**Signal wires on met3**

Drawn at 4 px/um.
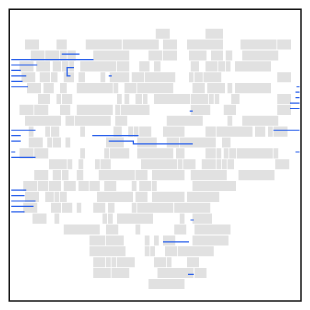
**Floorplan with the power grid**

Drawn at 4 px/um. Pins as bars on the die edge. Tap cells in gray.
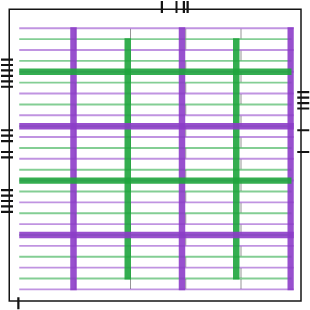
**Met2 routing**

Drawn at 4 px/um.
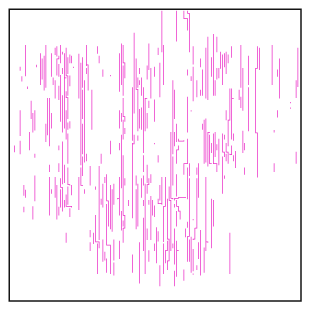
**The clock network**

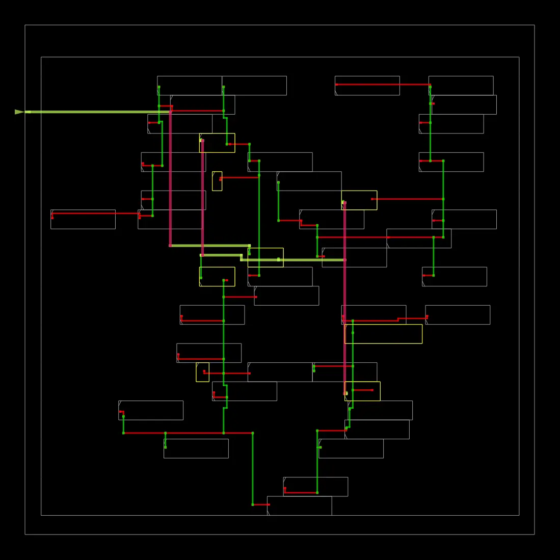
$ cat config.mk
export PLATFORM = sky130hd
export DESIGN_NAME = watch_cmd_scheduler
export DESIGN_NICKNAME = d
export VERILOG_FILES = /design/src/rtl/watch_cmd_scheduler.sv
export SDC_FILE = /design/constraint.sdc
export NUM_CORES = 1
export LEC_CHECK = 0
export CORE_MARGIN = 2
export CORE_UTILIZATION = 40
export DETAILED_ROUTE_END_ITERATION = 12
export HOLD_SLACK_MARGIN = 0.05
export PLACE_DENSITY_LB_ADDON = 0.2
export REMOVE_ABC_BUFFERS = 1
export SYNTH_ARGS = -nofsm -noshare
export SYNTH_HDL_FRONTEND = slang
export SYNTH_SLANG_ARGS = --single-unit
$ cat constraint.sdc
create_clock -name clk -period 3.7 [get_ports clk]
set_clock_uncertainty 0.15 [all_clocks]
set_input_delay 0.37 -clock clk [delete_from_list [all_inputs] [get_ports clk]]
set_output_delay 0.37 -clock clk [all_outputs]
set_load 0.02 [all_outputs]
$ cat src/rtl/watch_cmd_scheduler.sv
// watch_cmd_scheduler: merges debounced button pulses and UART command bytes
// into 3-bit opcodes, queues them in a small FIFO and replays them as
// single-cycle action pulses with a fixed idle gap after each pulse.
//
// Handshake note: there is no backpressure toward the sources. Buttons and
// rx_valid are fire-and-forget strobes. A command that cannot be stored is
// dropped and recorded in the sticky ovf flag. The only exception is the
// UART hold register, which simply waits while the FIFO is full.
module watch_cmd_scheduler #(
   parameter int FIFO_DEPTH = 4,
   parameter int GAP_CYCLES = 2
) (
   input  logic                              clk,
   input  logic                              reset,
   input  logic                              watch_mod_sw,
   input  logic                              btn_u,
   input  logic                              btn_l,
   input  logic                              btn_r,
   input  logic                              btn_d,
   input  logic [7:0]                        rx_data,
   input  logic                              rx_valid,
   input  logic                              clr_ovf,
   output logic                              sw_run_stop,
   output logic                              sw_clear,
   output logic                              w_sec_add,
   output logic                              w_min_add,
   output logic                              w_hour_add,
   output logic                              busy,
   output logic                              ovf,
   output logic [$clog2(FIFO_DEPTH+1)-1:0]   fifo_count
);

   localparam int AW = $clog2(FIFO_DEPTH);
   localparam int CW = $clog2(FIFO_DEPTH + 1);
   localparam int GW = (GAP_CYCLES > 1) ? $clog2(GAP_CYCLES) : 1;

   typedef enum logic [2:0] {
      OP_NONE    = 3'd0,
      OP_RUNSTOP = 3'd1,
      OP_CLEAR   = 3'd2,
      OP_ADDH    = 3'd3,
      OP_ADDM    = 3'd4,
      OP_ADDS    = 3'd5
   } op_e;

   typedef enum logic [1:0] {
      S_IDLE  = 2'd0,
      S_ISSUE = 2'd1,
      S_GAP   = 2'd2
   } state_e;

   // registers
   state_e          state_q, state_d;
   op_e             op_q, op_d;
   logic [GW-1:0]   gap_q, gap_d;
   op_e             mem_q [FIFO_DEPTH];
   logic [AW-1:0]   wr_ptr_q, rd_ptr_q;
   logic [CW-1:0]   count_q, count_d;
   logic            hold_valid_q;
   op_e             hold_op_q;
   logic            ovf_q, ovf_d;
   logic            busy_q, busy_d;
   logic [4:0]      act_q, act_d;

   // decode / push / pop signals
   op_e             btn_op, rx_op, push_op;
   logic            fifo_full, fifo_empty;
   logic            btn_push, btn_drop, hold_push, rx_load, rx_drop;
   logic            push, pop;

   // Button decode: mode selects the meaning, priority l > r > u > d among
   // the buttons that are meaningful in the current mode.
   always_comb begin
      btn_op = OP_NONE;
      if (!watch_mod_sw) begin
         if (btn_l)      btn_op = OP_RUNSTOP;
         else if (btn_r) btn_op = OP_CLEAR;
      end else begin
         if (btn_l)      btn_op = OP_ADDM;
         else if (btn_u) btn_op = OP_ADDH;
         else if (btn_d) btn_op = OP_ADDS;
      end
   end

   // UART decode: case-insensitive command letters, anything else ignored.
   always_comb begin
      rx_op = OP_NONE;
      case (rx_data)
         8'h52, 8'h72: rx_op = OP_RUNSTOP; // R r
         8'h43, 8'h63: rx_op = OP_CLEAR;   // C c
         8'h48, 8'h68: rx_op = OP_ADDH;    // H h
         8'h4D, 8'h6D: rx_op = OP_ADDM;    // M m
         8'h53, 8'h73: rx_op = OP_ADDS;    // S s
         default:      rx_op = OP_NONE;
      endcase
   end

   // Push arbitration: button wins the single push slot; the hold register
   // retries until there is room, a button is simply dropped when full.
   always_comb begin
      fifo_full  = (count_q == CW'(FIFO_DEPTH));
      fifo_empty = (count_q == '0);
      btn_push   = (btn_op != OP_NONE) && !fifo_full;
      btn_drop   = (btn_op != OP_NONE) && fifo_full;
      hold_push  = (btn_op == OP_NONE) && hold_valid_q && !fifo_full;
      rx_load    = rx_valid && (rx_op != OP_NONE) && !hold_valid_q;
      rx_drop    = rx_valid && (rx_op != OP_NONE) && hold_valid_q;
      push       = btn_push || hold_push;
      push_op    = btn_push ? btn_op : hold_op_q;
      ovf_d      = (btn_drop || rx_drop) ? 1'b1 : (clr_ovf ? 1'b0 : ovf_q);
   end

   // FSM next state, pop request and registered-output next values.
   always_comb begin
      state_d = state_q;
      op_d    = op_q;
      gap_d   = gap_q;
      pop     = 1'b0;
      act_d   = '0;
      case (state_q)
         S_IDLE: begin
            if (!fifo_empty) begin
               pop     = 1'b1;
               op_d    = mem_q[rd_ptr_q];
               state_d = S_ISSUE;
            end
         end
         S_ISSUE: begin
            gap_d   = GW'(GAP_CYCLES - 1);
            state_d = S_GAP;
         end
         S_GAP: begin
            if (gap_q == '0) state_d = S_IDLE;
            else             gap_d   = gap_q - 1'b1;
         end
         default: state_d = S_IDLE;
      endcase

      // The pulse register is loaded on entry to ISSUE so it is high
      // exactly during the ISSUE cycle.
      if (state_d == S_ISSUE) begin
         case (op_d)
            OP_RUNSTOP: act_d[0] = 1'b1;
            OP_CLEAR:   act_d[1] = 1'b1;
            OP_ADDS:    act_d[2] = 1'b1;
            OP_ADDM:    act_d[3] = 1'b1;
            OP_ADDH:    act_d[4] = 1'b1;
            default:    act_d    = '0;
         endcase
      end

      case ({push, pop})
         2'b10:   count_d = count_q + 1'b1;
         2'b01:   count_d = count_q - 1'b1;
         default: count_d = count_q;
      endcase

      // busy covers the queued work plus the trailing cycle after the gap,
      // so the window spans first accept through the return to IDLE.
      busy_d = (count_d != '0) || (state_q != S_IDLE) || (state_d != S_IDLE);
   end

   // FSM, gap counter and registered outputs.
   always_ff @(posedge clk or posedge reset) begin
      if (reset) begin
         state_q <= S_IDLE;
         op_q    <= OP_NONE;
         gap_q   <= '0;
         act_q   <= '0;
         busy_q  <= 1'b0;
         ovf_q   <= 1'b0;
      end else begin
         state_q <= state_d;
         op_q    <= op_d;
         gap_q   <= gap_d;
         act_q   <= act_d;
         busy_q  <= busy_d;
         ovf_q   <= ovf_d;
      end
   end

   // FIFO storage, pointers, occupancy and the UART hold register.
   always_ff @(posedge clk or posedge reset) begin
      if (reset) begin
         for (int i = 0; i < FIFO_DEPTH; i++) mem_q[i] <= OP_NONE;
         wr_ptr_q     <= '0;
         rd_ptr_q     <= '0;
         count_q      <= '0;
         hold_valid_q <= 1'b0;
         hold_op_q    <= OP_NONE;
      end else begin
         if (push) begin
            mem_q[wr_ptr_q] <= push_op;
            wr_ptr_q        <= wr_ptr_q + 1'b1;
         end
         if (pop) rd_ptr_q <= rd_ptr_q + 1'b1;
         count_q <= count_d;
         if (rx_load) begin
            hold_valid_q <= 1'b1;
            hold_op_q    <= rx_op;
         end else if (hold_push) begin
            hold_valid_q <= 1'b0;
         end
      end
   end

   assign sw_run_stop = act_q[0];
   assign sw_clear    = act_q[1];
   assign w_sec_add   = act_q[2];
   assign w_min_add   = act_q[3];
   assign w_hour_add  = act_q[4];
   assign busy        = busy_q;
   assign ovf         = ovf_q;
   assign fifo_count  = count_q;

endmodule

==> impl_summary.log <==
[report] extracting results
[metrics] global routing's busiest layer: met2
[metrics] number of signal-net buffers in the layout: 29
[metrics] Cells after DPL: about 250
[metrics] power group with the highest consumption: combinational cells
[metrics] transition at the pin with the smallest max-transition slack: around 0.65 ns
[metrics] share of total power in sequential cells: between 30% and 40%
[metrics] flop count: 36
[metrics] most numerous logic cell after layout: sky130_fd_sc_hd__dfrtp_1
[metrics] register bank with the most flops: mem_q
[metrics] reported leakage power: 1.03 nW
[metrics] count of hold-fix buffers inserted at cts: 0
[metrics] DP Worst Slack: 0.0831 ns
[metrics] switching power as a share of total power: 38.1%
[metrics] total routing resource utilization after global routing: 15.3%
[metrics] CP Capture Type: register
[metrics] routed wire length on met3: 136 um
[metrics] Top cells excl fill/tap: sky130_fd_sc_hd__dfrtp_1, sky130_fd_sc_hd__clkdlybuf4s50_1, sky130_fd_sc_hd__inv_1, sky130_fd_sc_hd__nand2_1, sky130_fd_sc_hd__nor2_1
[metrics] routed vias/inst: 5.41
[metrics] Top non-seq family: AND-OR/OR-AND gates
[metrics] Slew Limit Headroom: a little under three fifths
[metrics] final setup fails: 0
[metrics] fa+ha+maj area frac: between 7 and 8%
[metrics] area occupied by multi-input gates: 887 um2
[metrics] Hold WS: 0.342 ns
[metrics] number of buffers inserted to repair setup after CTS: 0
[metrics] RSZ-0062 raised after global routing: no
[metrics] Horiz. Die Dim: 72.6 um
[metrics] data required time at the worst endpoint: 3.71 ns
[metrics] site row count: 24
[metrics] Worst EP arrival: 3.30 ns
[metrics] WL met2: about 1800 um
[metrics] internal power: 1.26 mW
[metrics] R2R Path End: busy
[metrics] Synth top cells by count: sky130_fd_sc_hd__dfrtp_1, sky130_fd_sc_hd__inv_1, sky130_fd_sc_hd__nand2_1, sky130_fd_sc_hd__nor2_1, sky130_fd_sc_hd__ha_1
[metrics] uppermost layer routed: met4
[metrics] core area: 4440 um2
[metrics] launching point of the worst reg2reg path: state_q[0]
[metrics] final critical-path required period: about 3.3 ns
[metrics] dominant register cell in the synthesized netlist: sky130_fd_sc_hd__dfrtp_1
[metrics] slack of the critical path: 0.409 ns
[metrics] boundary pin count: 27
[metrics] Yosys Instances: 174
[metrics] registers with the most flip-flops: mem_q: 12 flops, act_q: 5 flops
[metrics] worst setup path startpoint: btn_u
[metrics] Die Y-Extent: 72.6 um
[metrics] iteration count of the initial detailed-routing pass: 4
[metrics] register bit total from synthesis: 36
[metrics] number of buffers created by CTS: 5
[metrics] final tally of hold violations: 0
[metrics] area occupied by registers: ~900 um2
[metrics] cell with the most instances on the worst path: sky130_fd_sc_hd__inv_1
[metrics] Final Cell Area: 2320 um2
[metrics] wire length of the first global-routing pass: 6290 um
[metrics] htree depth: 2
[metrics] initial drt markers: 49
[metrics] clock buffer and inverter area fraction after layout: 4.64%
[metrics] final antenna diode count: 0
[metrics] Layout clock buffers: 6
[metrics] worst path bufs/invs: 3
[metrics] pin count of the biggest net entering global routing: 37
[metrics] delay of the slowest critical-path stage: 0.47 ns
[metrics] Max Cap Viol: 0
[metrics] number of fill cells: 421
[metrics] worst-case register-to-register setup slack: 0.65 ns
[metrics] top cell type by total area after synthesis: sky130_fd_sc_hd__dfrtp_1
[metrics] Crit. path cell count: 11
[metrics] Bufs on Longest Clock Path: 2
[metrics] post-route antenna net violation count: 0
[metrics] standard cell area after detailed placement: around 2200 um2
[metrics] number of tap cells added at floorplan: 52
[metrics] post-route non-filler standard cell count: 261
[metrics] Comb/total area: 38.3%
[metrics] Clk pwr share: 16.7%
[metrics] power in sequential cells: 0.727 mW
[metrics] class of the tightest hold or removal check: in -> async
[metrics] ranking of synthesized cells by area: sky130_fd_sc_hd__dfrtp_1, sky130_fd_sc_hd__ha_1, sky130_fd_sc_hd__inv_1
[metrics] total negative setup slack: 0 ns
[metrics] placed wire-length estimate after detailed placement: between 2000 and 3000 um
[metrics] Multi-input comb cells: 116
[metrics] result of the run: finished, final reports clean
[metrics] final worst path period share: between 80% and 90%
[metrics] wire length per cell: ~14 um
[metrics] warnings from Yosys: 0
[metrics] number of OpenROAD warnings: 32
[metrics] Pins Over Slew Limit: 0
[metrics] most area-hungry cell class in the final design: flip-flops and latches
[metrics] routed length on met1: 1610 um
[metrics] critical path, cell by cell: clkdlybuf4s50_1 > or3b_1 > a211oi_2 > nor2_1 > inv_1 > ha_1 > inv_1 > fa_1 > o21ai_0 > or3b_2 > or4_1
[metrics] clock transition time at the flip-flop clock pins of the worst setup and hold paths: 0.07 ns
[metrics] Mapped Area: about 1900 um2
[metrics] global route total overflow: 0
[metrics] startpoint types: input pin
[metrics] CTS tree: done
[metrics] master of the slowest instance on the critical path: sky130_fd_sc_hd__fa_1
[metrics] total die size: approximately 5300 um2
[metrics] share of flip-flops with an asynchronous set or reset: 100%
[metrics] EDFF count, synth: 0
[metrics] Top-area cell share: ~48%
[metrics] kind of cell adding the most delay to the critical path: simple AND/OR/NAND/NOR gates
[metrics] via count of the first global-routing pass: 1,417
[metrics] Signal buf overhead: 12.1%
[metrics] Max Clk Rate: 0.304 GHz
[metrics] part of the Yosys area used for sequential elements: 47.9%
[metrics] area fraction in and, or, nand and nor cells after synthesis: 15.7%
[metrics] most numerous cell in the Yosys netlist: sky130_fd_sc_hd__dfrtp_1
[metrics] XOR-XNOR Cells, Area Fraction: 2.79%
[metrics] Mapped Cells: 174
[metrics] register share of the cell area: a little under 40%
[metrics] cells on worst reg2reg path: 10
[metrics] starting density of the core: around 42%
[metrics] GRT met1 Usage: 18.7%
[metrics] Resized cells post-CTS: 0
[metrics] power per unit of standard cell area: 874 nW/um2
[metrics] number of I/O port buffers: 25
[metrics] Layout Utilization: between 50% and 60%
[metrics] total power: 2.03 mW
[metrics] share of final-layout standard cells stronger than drive strength 1: 12.4%
[metrics] number of nets in the layout: about 240
## Picture notes: 'signal wires on met3'
longest straight run: 20.2 um
share of all routed wire: 3.8%
met3 layer usage reported by global route: 3.06%
drt total wl: 3600 um
via total after detailed routing: 1,412

## Picture notes: 'floorplan with the power grid'
legend:
  VDD:
    color: green
  VSS:
    color: purple
met4 straps: 5
met1 rails: 25

## Picture notes: 'met2 routing'
main direction: vertical
wire length on this layer: 1,780 um
routing usage on met2: 26.2%

## Picture notes: 'the clock network'
Latency at later pin: 0.28 ns
sink count of the clock tree: 36
clk pwr: 0.338 mW

Power and IR drop assume default switching activity.
